[src/rtl/path_streamer.sv]
// Transmit side of the Monte-Carlo path/resend link: streams NUM_PATHS LFSR-driven
// saturating random-walk paths, replays the current path on resend, then waits for the price.
module path_streamer #(
    parameter int          DW        = 12,
    parameter int          PATH_LEN  = 16,
    parameter int          NUM_PATHS = 8,
    parameter logic [15:0] LFSR_SEED = 16'hACE1
) (
    input  logic          clk,
    input  logic          rst,
    input  logic          go,
    input  logic [DW-1:0] s0,
    input  logic [DW-1:0] step,
    input  logic [DW-1:0] k_in,
    output logic          start,
    output logic [DW-1:0] path,
    output logic          path_vld,
    output logic [DW-1:0] K,
    input  logic          resend,
    input  logic          price_vld,
    output logic          busy,
    output logic          done
);

    localparam int WW = (PATH_LEN > 1) ? $clog2(PATH_LEN) : 1;
    localparam int PW = $clog2(NUM_PATHS + 1);

    localparam logic [1:0] S_IDLE   = 2'd0;
    localparam logic [1:0] S_START  = 2'd1;
    localparam logic [1:0] S_STREAM = 2'd2;
    localparam logic [1:0] S_WAIT   = 2'd3;

    localparam logic [WW-1:0] W_LAST = WW'(PATH_LEN - 1);
    localparam logic [PW-1:0] P_LAST = PW'(NUM_PATHS - 1);

    logic [1:0]    state_q, state_d;
    logic [DW-1:0] s0_q, s0_d;
    logic [DW-1:0] step_q, step_d;
    logic [DW-1:0] k_q, k_d;
    logic [15:0]   lfsr_q, lfsr_d;
    logic [15:0]   snap_q, snap_d;
    logic [DW-1:0] path_q, path_d;
    logic [WW-1:0] w_idx_q, w_idx_d;
    logic [PW-1:0] path_cnt_q, path_cnt_d;
    logic          start_q, start_d;
    logic          vld_q, vld_d;
    logic          busy_q, busy_d;
    logic          done_q, done_d;

    function automatic logic [15:0] lfsr_next(input logic [15:0] l);
        return {l[14:0], l[15] ^ l[13] ^ l[12] ^ l[10]};
    endfunction

    // One random-walk step, computed one bit wider so overflow/underflow saturate instead of wrapping.
    function automatic logic [DW-1:0] walk_step(input logic [DW-1:0] prev,
                                                input logic [DW-1:0] stp,
                                                input logic          up);
        logic [DW:0] acc;
        if (up) begin
            acc = {1'b0, prev} + {1'b0, stp};
            return acc[DW] ? {DW{1'b1}} : acc[DW-1:0];
        end else begin
            acc = {1'b0, prev} - {1'b0, stp};
            return acc[DW] ? {DW{1'b0}} : acc[DW-1:0];
        end
    endfunction

    // Next-state logic for the run FSM, walk generator and output registers.
    always_comb begin
        state_d    = state_q;
        s0_d       = s0_q;
        step_d     = step_q;
        k_d        = k_q;
        lfsr_d     = lfsr_q;
        snap_d     = snap_q;
        path_d     = path_q;
        w_idx_d    = w_idx_q;
        path_cnt_d = path_cnt_q;
        start_d    = 1'b0;
        vld_d      = vld_q;
        busy_d     = busy_q;
        done_d     = 1'b0;
        case (state_q)
            S_IDLE: begin
                if (go) begin
                    s0_d    = s0;
                    step_d  = step;
                    k_d     = k_in;
                    lfsr_d  = LFSR_SEED;
                    start_d = 1'b1;
                    busy_d  = 1'b1;
                    state_d = S_START;
                end else begin
                    state_d = S_IDLE;
                end
            end
            S_START: begin
                path_d     = s0_q;
                w_idx_d    = {WW{1'b0}};
                path_cnt_d = {PW{1'b0}};
                snap_d     = lfsr_q;
                vld_d      = 1'b1;
                state_d    = S_STREAM;
            end
            S_STREAM: begin
                // Replay takes priority over everything, including the final word of the run.
                if (resend) begin
                    path_d  = s0_q;
                    w_idx_d = {WW{1'b0}};
                    lfsr_d  = snap_q;
                end else if (w_idx_q == W_LAST) begin
                    if (path_cnt_q == P_LAST) begin
                        vld_d   = 1'b0;
                        state_d = S_WAIT;
                    end else begin
                        path_d     = s0_q;
                        w_idx_d    = {WW{1'b0}};
                        path_cnt_d = path_cnt_q + PW'(1);
                        snap_d     = lfsr_q;
                    end
                end else begin
                    path_d  = walk_step(path_q, step_q, lfsr_q[0]);
                    lfsr_d  = lfsr_next(lfsr_q);
                    w_idx_d = w_idx_q + WW'(1);
                end
            end
            S_WAIT: begin
                if (price_vld) begin
                    done_d  = 1'b1;
                    busy_d  = 1'b0;
                    state_d = S_IDLE;
                end else begin
                    state_d = S_WAIT;
                end
            end
            default: begin
                state_d = S_IDLE;
                vld_d   = 1'b0;
                busy_d  = 1'b0;
            end
        endcase
    end

    // State and output registers with synchronous reset.
    always_ff @(posedge clk) begin
        if (rst) begin
            state_q    <= S_IDLE;
            s0_q       <= {DW{1'b0}};
            step_q     <= {DW{1'b0}};
            k_q        <= {DW{1'b0}};
            lfsr_q     <= LFSR_SEED;
            snap_q     <= LFSR_SEED;
            path_q     <= {DW{1'b0}};
            w_idx_q    <= {WW{1'b0}};
            path_cnt_q <= {PW{1'b0}};
            start_q    <= 1'b0;
            vld_q      <= 1'b0;
            busy_q     <= 1'b0;
            done_q     <= 1'b0;
        end else begin
            state_q    <= state_d;
            s0_q       <= s0_d;
            step_q     <= step_d;
            k_q        <= k_d;
            lfsr_q     <= lfsr_d;
            snap_q     <= snap_d;
            path_q     <= path_d;
            w_idx_q    <= w_idx_d;
            path_cnt_q <= path_cnt_d;
            start_q    <= start_d;
            vld_q      <= vld_d;
            busy_q     <= busy_d;
            done_q     <= done_d;
        end
    end

    assign start    = start_q;
    assign path     = path_q;
    assign path_vld = vld_q;
    assign K        = k_q;
    assign busy     = busy_q;
    assign done     = done_q;

endmodule

[config.mk]
export PLATFORM = sky130hd
export DESIGN_NAME = path_streamer
export DESIGN_NICKNAME = d
export VERILOG_FILES = /design/src/rtl/path_streamer.sv
export SDC_FILE = /design/constraint.sdc
export NUM_CORES = 1
export LEC_CHECK = 0
export ABC_AREA = 1
export CAP_MARGIN = 20
export CORE_ASPECT_RATIO = 0.9
export CORE_MARGIN = 3
export CORE_UTILIZATION = 33
export CTS_CLUSTER_DIAMETER = 150
export DETAILED_ROUTE_END_ITERATION = 8
export SYNTH_ARGS = -nofsm -noshare
export SYNTH_HDL_FRONTEND = slang
export SYNTH_SLANG_ARGS = --single-unit
export TNS_END_PERCENT = 100
[constraint.sdc]
create_clock -name clk -period 3.4 [get_ports clk]
set_input_delay 0.68 -clock clk [delete_from_list [all_inputs] [get_ports clk]]
set_output_delay 0.68 -clock clk [all_outputs]
set_load 0.03 [all_outputs]
run_1/logic_types.png
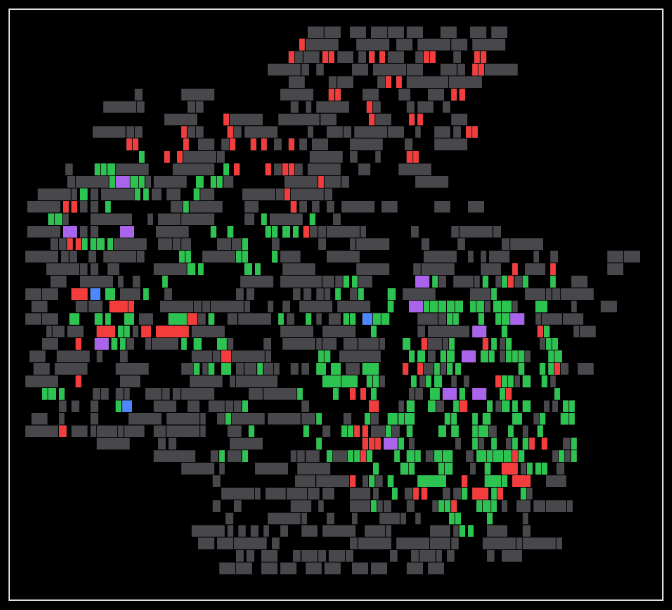
[blue] AND and OR gates | cells: 3
[purple] XOR/XNOR gates | cells: 12
[green] NAND gates | cells: 237
[red] NOR gates | cells: 94

run_1/flops_by_reg.png
Scale bar: 50 um.
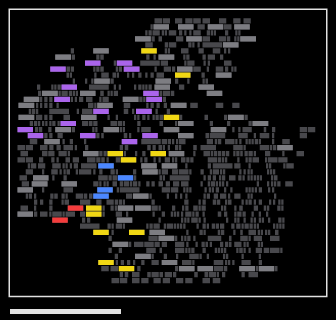
[red] `state_q` | sequential cells: 2
[blue] `w_idx_q` | sequential cells: 4
[purple] `snap_q` | sequential cells: 16
[yellow] `s0_q` | sequential cells: 12
not colored: 60

run_1/congestion.png
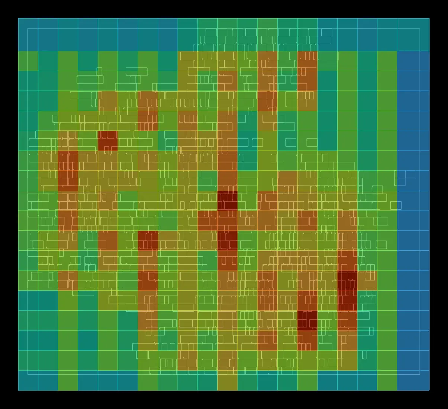
GRT met1 Usage: 23.3%
GR Util met3: 3.75%
met2 Use GR: 23.5%
gr usage total: 16.1%

==> reports/qor.csv, run 1 <==
metric,value,unit
Psw,2670,uW
leak pwr,0.00294,uW
synthesis area per yosys,5510,um2
dominant class by area,combinational gates,
"Seq share, synth",34.1,%
total internal power,3000,uW
OpenROAD warning count,40,
area delta synth->final,19.1,%
placed inst area,6280,um2
Bufs on Longest Clock Path,2,
Clock Power,997,uW
final cell count without fillers,1049,
Setup Skew,0.00520,ns
simple share,26.7,%
top power group,combinational cells,
layout net count,909,
reg2reg end,path[7]$_SDFFE_PP0P_,
cts repair resizes,0,
Final Hold Fails,0,
# clock sinks,94,
Finished Cell Area,6570,um2
Clock Latency Late Sink,0.35,ns
Mapped Nets,861,
synth warn,0,
"Clk pin slew, worst setup/hold paths",0.07,ns
largest net degree at the start of global routing,35,
DR WL/cell,13.9,um
Top Layer Used,met4,
FF/Latch Area,1880,um2
setup TNS,0,ns
CP Max Fanout,7,
IO Pins,69,
DRT Pass-1 Iters,5,
Post-Syn Area,5510,um2
ANT nets after route,0,
CP Launch Type,flip-flop,
main flop type,dfxtp_1,
Setup-failing EPs final,0,
worst-path cell chain,inv_1 > ha_1 > inv_1 > fa_1 > nand3_1 > nand3_1 > nand3_2 > nand3_2 > nand2_4 > clkinv_4 > nand3_1 > nand3_1 > nand2_1 > a21oi_2,
global-route wire length before repair,23600,um
max-cap violations,0,
outcome,completed,
Crit. End Element,flip-flop,
commonest cells in the netlist,"nand2_1 (172), dfxtp_1 (94), inv_1 (84)",
CP Data Required Time,3.63,ns
"Remaining Overflow, GRT",0,
fraction of area in clock buffers and inverters,4.35,%
syn avg cell area,6.99,um2
placed cell count,1033,
total chip power,5670,uW
fraction of area in registers,28.7,%
min Tclk post-route,2.33,ns
AO/OA Area Share,19.0,%
clk root buf,clkbuf_16,
Routed WL,14600,um
Setup Buffers After CTS,0,
mi-comb count,561,
Final WS setup,1.07,ns
H-tree levels,3,
Init Core Util,33.9,%
clkbuf count,12,
Core ar.,16200,um2
RSZ-0062 raised after global routing,no,
met3 wire length,655,um
worst setup path end,path[7]$_SDFFE_PP0P_,
diode count,0,
die y size,129,um
cell with the most instances after synthesis,nand2_1,
# Cells Yosys,789,
Final HPWL DP,10800,um
# fillers,1696,
HP Class,reg -> reg,
"EDFF count, synth",0,
"delay-heaviest family, CP",simple AND/OR/NAND/NOR gates,
Max VDD drop,0.454,mV
DRT met1 WL,7400,um
Placer Congestion,0.909,
vias per std cell,4.76,
top logic cell family in the synthesized netlist,simple AND/OR/NAND/NOR gates,
vias in the first global route,4586,
peak per-stage delay on the critical path,0.44,ns
non-clk buf share,11.3,%
Tap Cells,207,
Post-Synthesis Cells,789,
Comb group,3020,uW
antenna violations before repair,0,
Die Area,18300,um2
register-to-register setup slack,1.07,ns
Util after Layout,40.4,%
biggest regs,"lfsr_q x16, snap_q x16",
xor+xnor area frac,1.91,%
Top-area cell share,34.1,%
Reg power frac,29.1,%
Comb area share,46.2,%
P_seq,1650,uW
Worst Tran Pin Value,0.544,ns
==> run 1: worst min-delay path, delay by kind of cell (launching register included) <==
kind	cells	cell delay, ns
AND-OR/OR-AND	1	0.05
buffers and inverters	1	0.06
flip-flops	1	0.30
==> run 1: cells in the final DEF, fill, tap and decap left out, types with 2 or more instances in the layout <==
master	synthesis	routed
o21ai_0	80	80
o211a_1	4	4
nand3_2	3	3
buf_4	7	8
inv_4	2	2
nand2_4	2	2
clkbuf_8	0	2
nor2_2	4	4
nor2_4	3	3
nand2_2	5	6
xor2_1	9	9
clkbuf_16	0	9
clkinvlp_4	0	2
ha_1	29	29
o21ai_1	4	4
a31oi_1	5	5
nand3_1	43	43
clkdlybuf4s50_1	0	68
a211o_1	5	5
nand2_1	172	171
o21bai_1	2	2
o21ai_2	2	2
dfxtp_1	94	94
inv_1	84	83
a21oi_1	65	65
a21oi_2	11	11
nand4_1	10	10
inv_2	7	8
nor3_1	2	2
and3_1	2	2
xnor2_1	3	3
nor3_2	3	3
fa_1	2	2
nor2_1	81	81
==> run 1: worst min-delay path by stage <==
stage	start	to	depth (start not counted)
5_1_grt	s0_q[2]$_SDFFE_PP0P_	s0_q[2]$_SDFFE_PP0P_	2
4_1_cts	s0_q[2]$_SDFFE_PP0P_	s0_q[2]$_SDFFE_PP0P_	2
2_1_floorplan	snap_q[10]$_SDFFE_PP1P_	snap_q[10]$_SDFFE_PP1P_	2
6_report	s0_q[2]$_SDFFE_PP0P_	s0_q[2]$_SDFFE_PP0P_	2
3_5_place_dp	s0_q[2]$_SDFFE_PP0P_	s0_q[2]$_SDFFE_PP0P_	2
3_3_place_gp	snap_q[5]$_SDFFE_PP1P_	snap_q[5]$_SDFFE_PP1P_	2
run_1/clk_routes.png
Scale bar: 50 um.
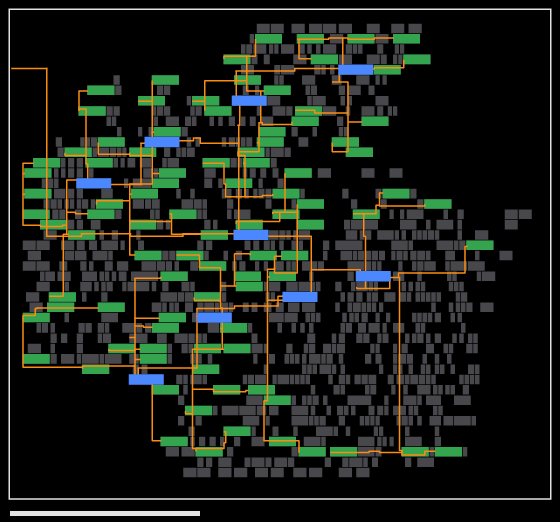

--- run 2 (diff from run 1) ---
==> constraint.sdc (replaced) <==
create_clock -name clk -period 2.1 [get_ports clk]
set_input_delay 0.42 -clock clk [delete_from_list [all_inputs] [get_ports clk]]
set_output_delay 0.42 -clock clk [all_outputs]
set_load 0.03 [all_outputs]
run_2/clk_routes.png
Scale bar: 50 um.
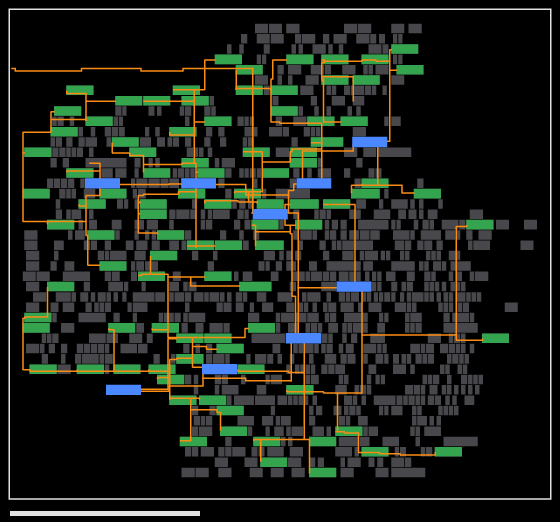
[blue] clock drivers | count: 9
[orange] clock wires | length: 1,440 um
[green] flip-flops | count: 94
routed clock nets: 10

run_2/placement_by_type.png
Scale bar: 50 um.
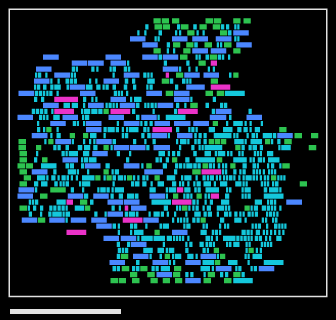
[blue] flops | cells: 94
[green] other buffers and delay cells | cells: 108
[magenta] clock drivers and dummy loads | cells: 16
[cyan] combinational and other logic | cells: 657

==> run 2 against run 1 <==
Sequential cell count unchanged. Worst hold slack better by 0.0037 ns. Total power grew 77%. Critical path type unchanged.
==> reports/qor.csv, run 2 <==
metric,value,unit
outcome,completed,
TritonCTS buffer count,9,
DP Worst Slack,-0.0926,ns
peak per-stage delay on the critical path,0.38,ns
global-route wire length before repair,24600,um
layout net count,942,
leak pwr,0.00315,uW
Final Hold Fails,0,
HP Class,reg -> reg,
"Remaining Overflow, GRT",0,
Post-synth area hogs,"dfxtp_1 (34%), nand2_1 (12%), o21ai_0 (7.3%), ha_1 (6.6%), a21oi_1 (5.9%)",
DRT met1 WL,7670,um
setup TNS,0,ns
most frequent logic cell in the layout,nand2_1,
"EDFF count, synth",0,
total chip power,10000,uW
Top Layer Used,met4,
Top-area cell share,34.1,%
Top Layout Cells,"nand2_1 (165), dfxtp_1 (89), inv_1 (81)",
clk root buf,clkbuf_16,
IO Pins,69,
main flop type,dfxtp_1,
cell with the most instances after synthesis,nand2_1,
clock share of power,17.3,%
Bufs on Longest Clock Path,2,
"Clk pin slew, worst setup/hold paths",0.08,ns
vias in the first global route,4840,
diode count,0,
Setup Skew,0.0131,ns
Reg power frac,26.6,%
drt drc,0,
pwr dens,1430,nW/um2
area delta synth->final,27.5,%
slowest CP cell,fa_2,
Init Core Util,33.9,%
layout cells sized above 1,16.1,%
worst-path cell chain,ha_4 > fa_2 > nand2_2 > nand2_2 > nand2_2 > inv_1 > nand3_2 > nand3_2 > o21ai_1 > nand3_1 > nand2_1 > a21oi_2,
distinct lib cells,45,
Final Cycle Share,98.2,%
CP Launch Type,flip-flop,
total internal power,5400,uW
Core ar.,16200,um2
Gate power share,56.2,%
"Seq share, synth",34.1,%
Setup-failing EPs final,0,
detailed router's first-iteration violation count,394,
# clock sinks,94,
CP Max Fanout,4,
Final HPWL DP,11200,um
port buffer count,68,
Mapped Nets,861,
Post-synth regs,94,
gr busiest metal,met2,
Post-Syn Area,5510,um2
largest net degree at the start of global routing,64,
ANT nets after route,0,
DR vias,5247,
met2 WL post-DR,6950,um
die y size,129,um
CP dominant cell by count,nand2_2,
# Cells Yosys,789,
Post-synth ARST share,0,%
commonest cells in the netlist,"nand2_1 (172), dfxtp_1 (94), inv_1 (84)",
min Tclk post-route,2.06,ns
gr usage total,16.7,%
antenna violations before repair,0,
Final WS setup,0.0369,ns
CP Data Required Time,2.34,ns
synth warn,0,
Finished Cell Area,7030,um2
Clock Latency Late Sink,0.35,ns
CP arrival,2.30,ns
post-synth top area cell,dfxtp_1,
Die Area,18300,um2
CTS tree,yes,
vias per std cell,4.85,
placed cell count,1059,
OpenROAD warning count,41,
final hold slack,0.460,ns
H-tree levels,3,
Max VDD drop,0.752,mV
Crit. End Element,flip-flop,
chip width,142,um
Placer Congestion,0.871,
Util after Layout,43.3,%
# hold bufs at CTS,0,
biggest regs,"lfsr_q x16, snap_q x16",
final cell count without fillers,1082,
RSZ-0062 raised after global routing,yes,
Rel. slew slack,66.9,%
switching share of power,46.2,%
Rows,44,
Post-Synthesis Cells,789,
f_max,485,MHz
GRT met1 Usage,23.5,%
max-slew violation count,0,
DRT Pass-1 Iters,4,
Routed WL,15500,um
synthesis area per yosys,5510,um2
syn avg cell area,6.99,um2
met3 wire length,654,um
Psw,4640,uW
max-cap violations,0,
Worst Tran Pin Value,0.496,ns
placed inst area,6490,um2
# fillers,1640,
CP Class,reg -> reg,
run_2/congestion.png
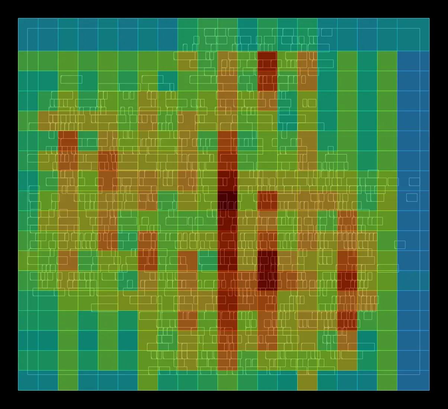
GR Util met3: 3.83%
met2 Use GR: 26.1%
DR WL/cell: 14.3 um

run 2: logic make-up after synthesis:
kind of cell	count (synthesis)	share of synthesized area (%)
AOI/OAI and AO/OA	184	19.0
and+or+nand+nor	334	26.7
xor gates and xnor gates	12	1.91
adders and majority gates	31	7.31
buffers and inverters	134	10.9
DFF	94	34.1
run 2: worst paths after layout:
path | endpoint | cells after the start | slack, ns | start
max | path[6]$_SDFFE_PP0P_ | 12 | 0.04 | path[0]$_SDFFE_PP0P_
min | s0_q[2]$_SDFFE_PP0P_ | 2 | 0.46 | s0_q[2]$_SDFFE_PP0P_
min reg2reg | s0_q[2]$_SDFFE_PP0P_ | 2 | 0.46 | s0_q[2]$_SDFFE_PP0P_
max reg2reg | path[6]$_SDFFE_PP0P_ | 12 | 0.04 | path[0]$_SDFFE_PP0P_
run 2: what timing repair did:
action                     CTS  global route
gates cloned                 0             1
resized                      8            40
buffers inserted             3             3
pin swaps                    1             7
setup endpoints to repair   11            13
run 2: power by group through the flow:
stage                     logic, uW  clock network [uW]  registers [uW]
after CTS                      5310                1780            2640
after detailed placement       5200                   0            2670
after floorplan                3580                   0            2890
after global placement         5190                   0            2660
after global routing           6250                1860            2730
final                          5640                1730            2670
run 2: worst max-delay path: cells and delay by family, from the launching register on:
family / cells / cell delay (ns)
compound gates: 2 / 0.26
fa+ha+maj: 2 / 0.55
buf+inv: 1 / 0.06
flops: 1 / 0.37
simple gates: 7 / 0.71
run 2: final cells by class:
class / instances / area [um2] / share of cell area (%)
Clock inverter: 7 / 77.6 / 1.10
Tap cell: 207 / 259 / 3.69
Clock buffer: 9 / 225 / 3.20
Inverter: 95 / 372 / 5.29
Sequential cell: 94 / 1890 / 26.9
Multi-Input combinational cell: 562 / 3200 / 45.6
Timing Repair Buffer: 108 / 997 / 14.2
Power and IR drop assume default switching activity.
